**src/rtl/udp_tx_arbiter.sv**
```systemverilog
// udp_tx_arbiter: frame-granular round-robin arbiter feeding a single UDP
// transmit path. One requester owns the path from header acceptance through
// its payload tlast, so headers and payload bytes from different requesters
// can never interleave. The header is registered; the payload is a
// zero-latency combinational pass-through of the owning port.
module udp_tx_arbiter #(
   parameter int NUM_PORTS = 4,
   parameter int ID_W      = $clog2(NUM_PORTS)
) (
   input  logic                   clk,
   input  logic                   reset,
   // per-requester header
   input  logic [NUM_PORTS-1:0]    s_hdr_valid,
   output logic [NUM_PORTS-1:0]    s_hdr_ready,
   input  logic [NUM_PORTS*32-1:0] s_hdr_dest_ip,
   input  logic [NUM_PORTS*16-1:0] s_hdr_source_port,
   input  logic [NUM_PORTS*16-1:0] s_hdr_dest_port,
   input  logic [NUM_PORTS*16-1:0] s_hdr_length,
   // per-requester payload
   input  logic [NUM_PORTS*8-1:0]  s_tdata,
   input  logic [NUM_PORTS-1:0]    s_tvalid,
   input  logic [NUM_PORTS-1:0]    s_tlast,
   input  logic [NUM_PORTS-1:0]    s_tuser,
   output logic [NUM_PORTS-1:0]    s_tready,
   // header to UDP stack
   output logic                   m_hdr_valid,
   input  logic                   m_hdr_ready,
   output logic [31:0]            m_hdr_dest_ip,
   output logic [15:0]            m_hdr_source_port,
   output logic [15:0]            m_hdr_dest_port,
   output logic [15:0]            m_hdr_length,
   // payload to UDP stack
   output logic [7:0]             m_tdata,
   output logic                   m_tvalid,
   output logic                   m_tlast,
   output logic                   m_tuser,
   input  logic                   m_tready,
   // status
   output logic [ID_W-1:0]        grant_id,
   output logic                   busy
);

   typedef enum logic [1:0] {
      ST_IDLE,
      ST_HDR,
      ST_PAYLOAD
   } state_e;

   state_e          state_q, state_d;
   logic [ID_W-1:0] grant_q, grant_d;
   logic [ID_W-1:0] last_grant_q, last_grant_d;
   logic [31:0]     dest_ip_q, dest_ip_d;
   logic [15:0]     src_port_q, src_port_d;
   logic [15:0]     dst_port_q, dst_port_d;
   logic [15:0]     length_q, length_d;

   logic [ID_W-1:0] winner;
   logic            any_req;

   // Round-robin search: start one past the last owner, first requester wins.
   always_comb begin
      int              idx;
      logic [ID_W-1:0] cand;
      winner  = '0;
      any_req = 1'b0;
      idx     = 0;
      cand    = '0;
      for (int i = 0; i < NUM_PORTS; i++) begin
         idx = int'(last_grant_q) + 1 + i;
         if (idx >= NUM_PORTS) idx = idx - NUM_PORTS;
         cand = ID_W'(idx);
         if (!any_req && s_hdr_valid[cand]) begin
            winner  = cand;
            any_req = 1'b1;
         end
      end
   end

   // Next-state, header capture and payload steering for the owning port.
   always_comb begin
      // NOTE: every output of this block gets a default first, so no path
      // through the case statement can leave a latch behind.
      state_d      = state_q;
      grant_d      = grant_q;
      last_grant_d = last_grant_q;
      dest_ip_d    = dest_ip_q;
      src_port_d   = src_port_q;
      dst_port_d   = dst_port_q;
      length_d     = length_q;
      s_hdr_ready  = '0;
      s_tready     = '0;
      m_tdata      = '0;
      m_tvalid     = 1'b0;
      m_tlast      = 1'b0;
      m_tuser      = 1'b0;

      case (state_q)
         ST_IDLE: begin
            if (any_req) begin
               s_hdr_ready[winner] = 1'b1;
               dest_ip_d  = s_hdr_dest_ip[32*winner +: 32];
               src_port_d = s_hdr_source_port[16*winner +: 16];
               dst_port_d = s_hdr_dest_port[16*winner +: 16];
               length_d   = s_hdr_length[16*winner +: 16];
               grant_d    = winner;
               state_d    = ST_HDR;
            end
         end
         ST_HDR: begin
            if (m_hdr_ready) state_d = ST_PAYLOAD;
         end
         ST_PAYLOAD: begin
            m_tdata            = s_tdata[8*grant_q +: 8];
            m_tvalid           = s_tvalid[grant_q];
            m_tlast            = s_tlast[grant_q];
            m_tuser            = s_tuser[grant_q];
            s_tready[grant_q]  = m_tready;
            if (s_tvalid[grant_q] && m_tready && s_tlast[grant_q]) begin
               last_grant_d = grant_q;
               state_d      = ST_IDLE;
            end
         end
         default: state_d = ST_IDLE;
      endcase
   end

   // State and header registers; reset gives port 0 first priority.
   always_ff @(posedge clk) begin
      // NOTE: sequential state uses non-blocking assignments so every
      // register samples the pre-edge values of the others.
      if (reset) begin
         state_q      <= ST_IDLE;
         grant_q      <= '0;
         last_grant_q <= ID_W'(NUM_PORTS - 1);
         dest_ip_q    <= '0;
         src_port_q   <= '0;
         dst_port_q   <= '0;
         length_q     <= '0;
      end else begin
         state_q      <= state_d;
         grant_q      <= grant_d;
         last_grant_q <= last_grant_d;
         dest_ip_q    <= dest_ip_d;
         src_port_q   <= src_port_d;
         dst_port_q   <= dst_port_d;
         length_q     <= length_d;
      end
   end

   assign m_hdr_valid       = (state_q == ST_HDR);
   assign busy              = (state_q != ST_IDLE);
   assign grant_id          = grant_q;
   assign m_hdr_dest_ip     = dest_ip_q;
   assign m_hdr_source_port = src_port_q;
   assign m_hdr_dest_port   = dst_port_q;
   assign m_hdr_length      = length_q;

endmodule

```
**config.mk**
```make
export PLATFORM = sky130hd
export DESIGN_NAME = udp_tx_arbiter
export DESIGN_NICKNAME = d
export VERILOG_FILES = /design/src/rtl/udp_tx_arbiter.sv
export SDC_FILE = /design/constraint.sdc
export NUM_CORES = 1
export LEC_CHECK = 0
export CAP_MARGIN = 20
export CORE_AREA = 8 8 177 179
export CTS_CLUSTER_SIZE = 8
export DETAILED_ROUTE_END_ITERATION = 8
export DIE_AREA = 0 0 185 187
export PLACE_DENSITY_LB_ADDON = 0.2
export SLEW_MARGIN = 25
export SYNTH_ARGS = -nofsm -noshare
export SYNTH_HDL_FRONTEND = slang
export SYNTH_SLANG_ARGS = --single-unit
export TNS_END_PERCENT = 10
```
**constraint.sdc**
```tcl
create_clock -name clk -period 2.2 [get_ports clk]
set_input_delay 0.44 -clock clk [delete_from_list [all_inputs] [get_ports clk]]
set_output_delay 0.44 -clock clk [all_outputs]
set_load 0.005 [all_outputs]
```
Fig. 1: routed metal, one color a layer
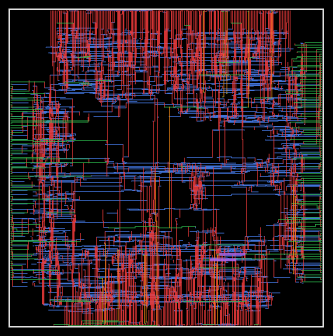
legend:
  M5:
    color: purple
    wire_length: 27.6 um
  M2:
    color: red
    wire_length: 16900 um
  M3:
    color: green
    wire_length: 2550 um
  M1:
    color: blue
    wire_length: 13400 um
  M4:
    color: orange
    wire_length: 784 um
GRT Total Usage: 18.7%
via count: 7049
drt wl/cell: 22.3 um
WL final: 33600 um

Fig. 2: gate families picked out
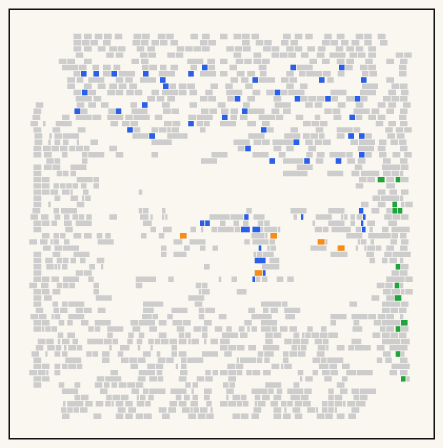
legend:
  and/or cells:
    color: green
    cells: 12
    most_used: and2_1
  non-inverting ao/oa cells:
    color: orange
    cells: 5
    most_used: a211o_1
  nand cells:
    color: blue
    cells: 51
    most_used: nand3b_1

==> Changelog: implementation <==
### Implementation results

- Critical Path End Type: output pin
- Max reg flops: 32
- Max-Cap Viols: 0
- Leakage: 4.99 nW
- Pwr Density: 507 mW/mm2
- Area growth, synth to finish: 97.8%
- Status: finished, final reports clean
- Chip Width: around 190 um
- TritonCTS Buffers: 9
- Final Max Tran Viols: 0
- Drt first pass iters: 4
- CP Launch Point: grant_id[0]$_SDFFE_PP0P_
- Vias in the first global route: 7494
- Initial antenna violation count: 7
- R2R cell count: 8
- DR iter-0 viols: a little over 200
- Area share, top type: 28.8%
- Yosys reg bits: 86
- CTS tree: built
- CTS sink cnt: between 80 and 90
- Clock root buffer: clkbuf_16
- Post-route ant nets: 0
- Hpwl dp: between 20000 and 30000 um
- Tool warnings: 28
- Nets: ~1.5k
- Worst R2R End: m_hdr_source_port[13]$_SDFFE_PP0P_
- Commonest Layout Cell: clkdlybuf4s50_1
- Top cells, area: dfxtp_1, mux2i_1, a211oi_1
- Syn Inst Count: around 640
- Setup tns final: 0 ns
- # Cells Yosys: roughly 640
- Clock transition at path regs: 0.07 ns
- F_max: 462 MHz
- Hold buffers post-CTS: 0
- RSZ-0062 raised after global routing: yes
- Row Count: 62
- Largest net degree at the start of global routing: between 40 and 50
- Ys Warns: 0
- Worst setup endpoint: m_tdata[7]
- Grt total ovfl: 0
- Via density per instance: 4.68
- Register area share after synthesis: just under 30%
- Critical path class: flip-flop to output pin
- CTS H-tree lvls: 3
- Yosys stat chip area: around 0.006 mm2
- Post-synth cell types: 31
- Fin. Hold Viols: 0
- Mapped Area: 0.00598 mm2
- DRC: 0
Fig. 3: routing congestion map
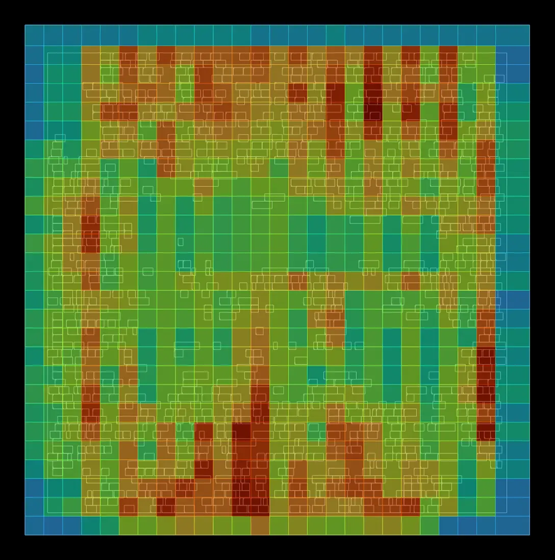
Final Util: 41.6%
GR Util met1: 21.4%
M3 GR Usage: 5.54%
busiest metal layer after global routing: met2
met2 Usage GRT: 32.6%

Fig. 4: local utilization
The die is cut into 18 by 19 equal tiles; white is low, dark blue is high, 0 to 100% covered.
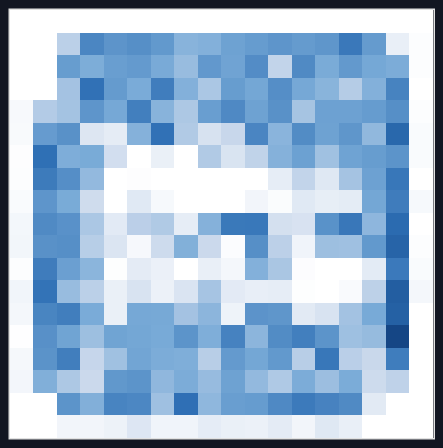
fullest tile: 91%
mean over tiles: 33%
tiles over 75% full: 1.8%
emptiest ninth of the die: middle
nearly empty tiles: 20%
core area: 0.0284 mm2
fp_density: 21.0%

cells in the mapped netlist, drive strengths merged:
master and instances:
nor2 12, a21oi 5, and2 12, mux2i 118
mux4 11, dfxtp 86, o22ai 1, clkbuf 39
a21o 1, nand2 10, a22oi 1, a211oi 130
nor2b 3, a31oi 1, o22a 1, o221ai 37
nand3 2, nand2b 2, nand3b 37, inv 49
nor3 4, o21bai 43, buf 28, a211o 3
o21ai 1
routing by layer:
metal | track usage, % | routed length (um) | vias to the layer above
li1 | - | - | 3410
met1 | 21.4 | 13400 | 3317
met2 | 32.6 | 16900 | 281
met3 | 5.54 | 2550 | 37
met4 | 6.10 | 783 | 4
met5 | 0 | 27 | -
logic make-up after synthesis:
| logic type | count (synthesis) | synth area share, % |
|---|---|---|
| multiplexers | 129 | 23.9 |
| AND-OR/OR-AND | 224 | 30.3 |
| AND/OR/NAND/NOR | 82 | 8.40 |
| buffers and inverters | 116 | 8.63 |
| flip-flops | 86 | 28.8 |
repair_timing:
| action | in CTS | in global routing |
|---|---|---|
| resized | 79 | 14 |
| gates cloned | 1 | 0 |
| setup buffers | 9 | 0 |
| pin swaps | 6 | 2 |
| endpoints found under the setup margin | 81 | 58 |
cell type report:
type	count	area, um2
Antenna cell	5	12.5
Clock buffer	10	239
Clock inverter	6	68.8
Fill cell	2825	16600
Inverter	49	184
Multi-Input combinational cell	435	3860
Sequential cell	86	1730
Tap cell	384	480
Timing Repair Buffer	531	5250
report_power, final:
group | leakage (nW) | switching (mW) | total, mW | internal [mW]
Sequential | 0.713 | 0.127 | 1.90 | 1.77
Combinational | 4.13 | 0.957 | 2.42 | 1.46
Clock | 0.150 | 0.750 | 1.67 | 0.923
Total | 4.99 | 1.83 | 5.99 | 4.16
worst min path at each step:
stage                                               from                              to  slack (ns)
after floorplan           m_hdr_dest_ip[10]$_SDFFE_PP0P_  m_hdr_dest_ip[10]$_SDFFE_PP0P_        0.49
after global placement    m_hdr_dest_ip[30]$_SDFFE_PP0P_  m_hdr_dest_ip[30]$_SDFFE_PP0P_        0.48
after detailed placement  m_hdr_dest_ip[19]$_SDFFE_PP0P_  m_hdr_dest_ip[19]$_SDFFE_PP0P_        0.48
after CTS                       grant_id[1]$_SDFFE_PP0P_        grant_id[1]$_SDFFE_PP0P_        0.50
after global routing       m_hdr_dest_ip[4]$_SDFFE_PP0P_   m_hdr_dest_ip[4]$_SDFFE_PP0P_        0.53
final                           grant_id[1]$_SDFFE_PP0P_        grant_id[1]$_SDFFE_PP0P_        0.49
critical path, cell delays in order (launching register included):
cell and delay, ns:
dfxtp_4 0.38, buf_16 0.13, buf_6 0.10, mux4_2 0.47, and2_4 0.16, buf_2 0.13
through the flow:
stage / setup WS, ns / std cells / instance area [um2] / hold WS, ns / power (mW)
2_1_floorplan: 0.309 / 637 / 5980 / 0.489 / 2.78
3_3_place_gp: -0.682 / 1476 / 11400 / 0.479 / 4.32
3_5_place_dp: -0.649 / 1476 / 11400 / 0.482 / 4.33
4_1_cts: -0.0715 / 1502 / 11800 / 0.500 / 6.10
5_1_grt: -0.0315 / 1506 / 11800 / 0.530 / 6.34
6_report: 0.0349 / 1506 / 11800 / 0.495 / 5.99
No activity file was given, so power comes from the tool's default toggle rates.
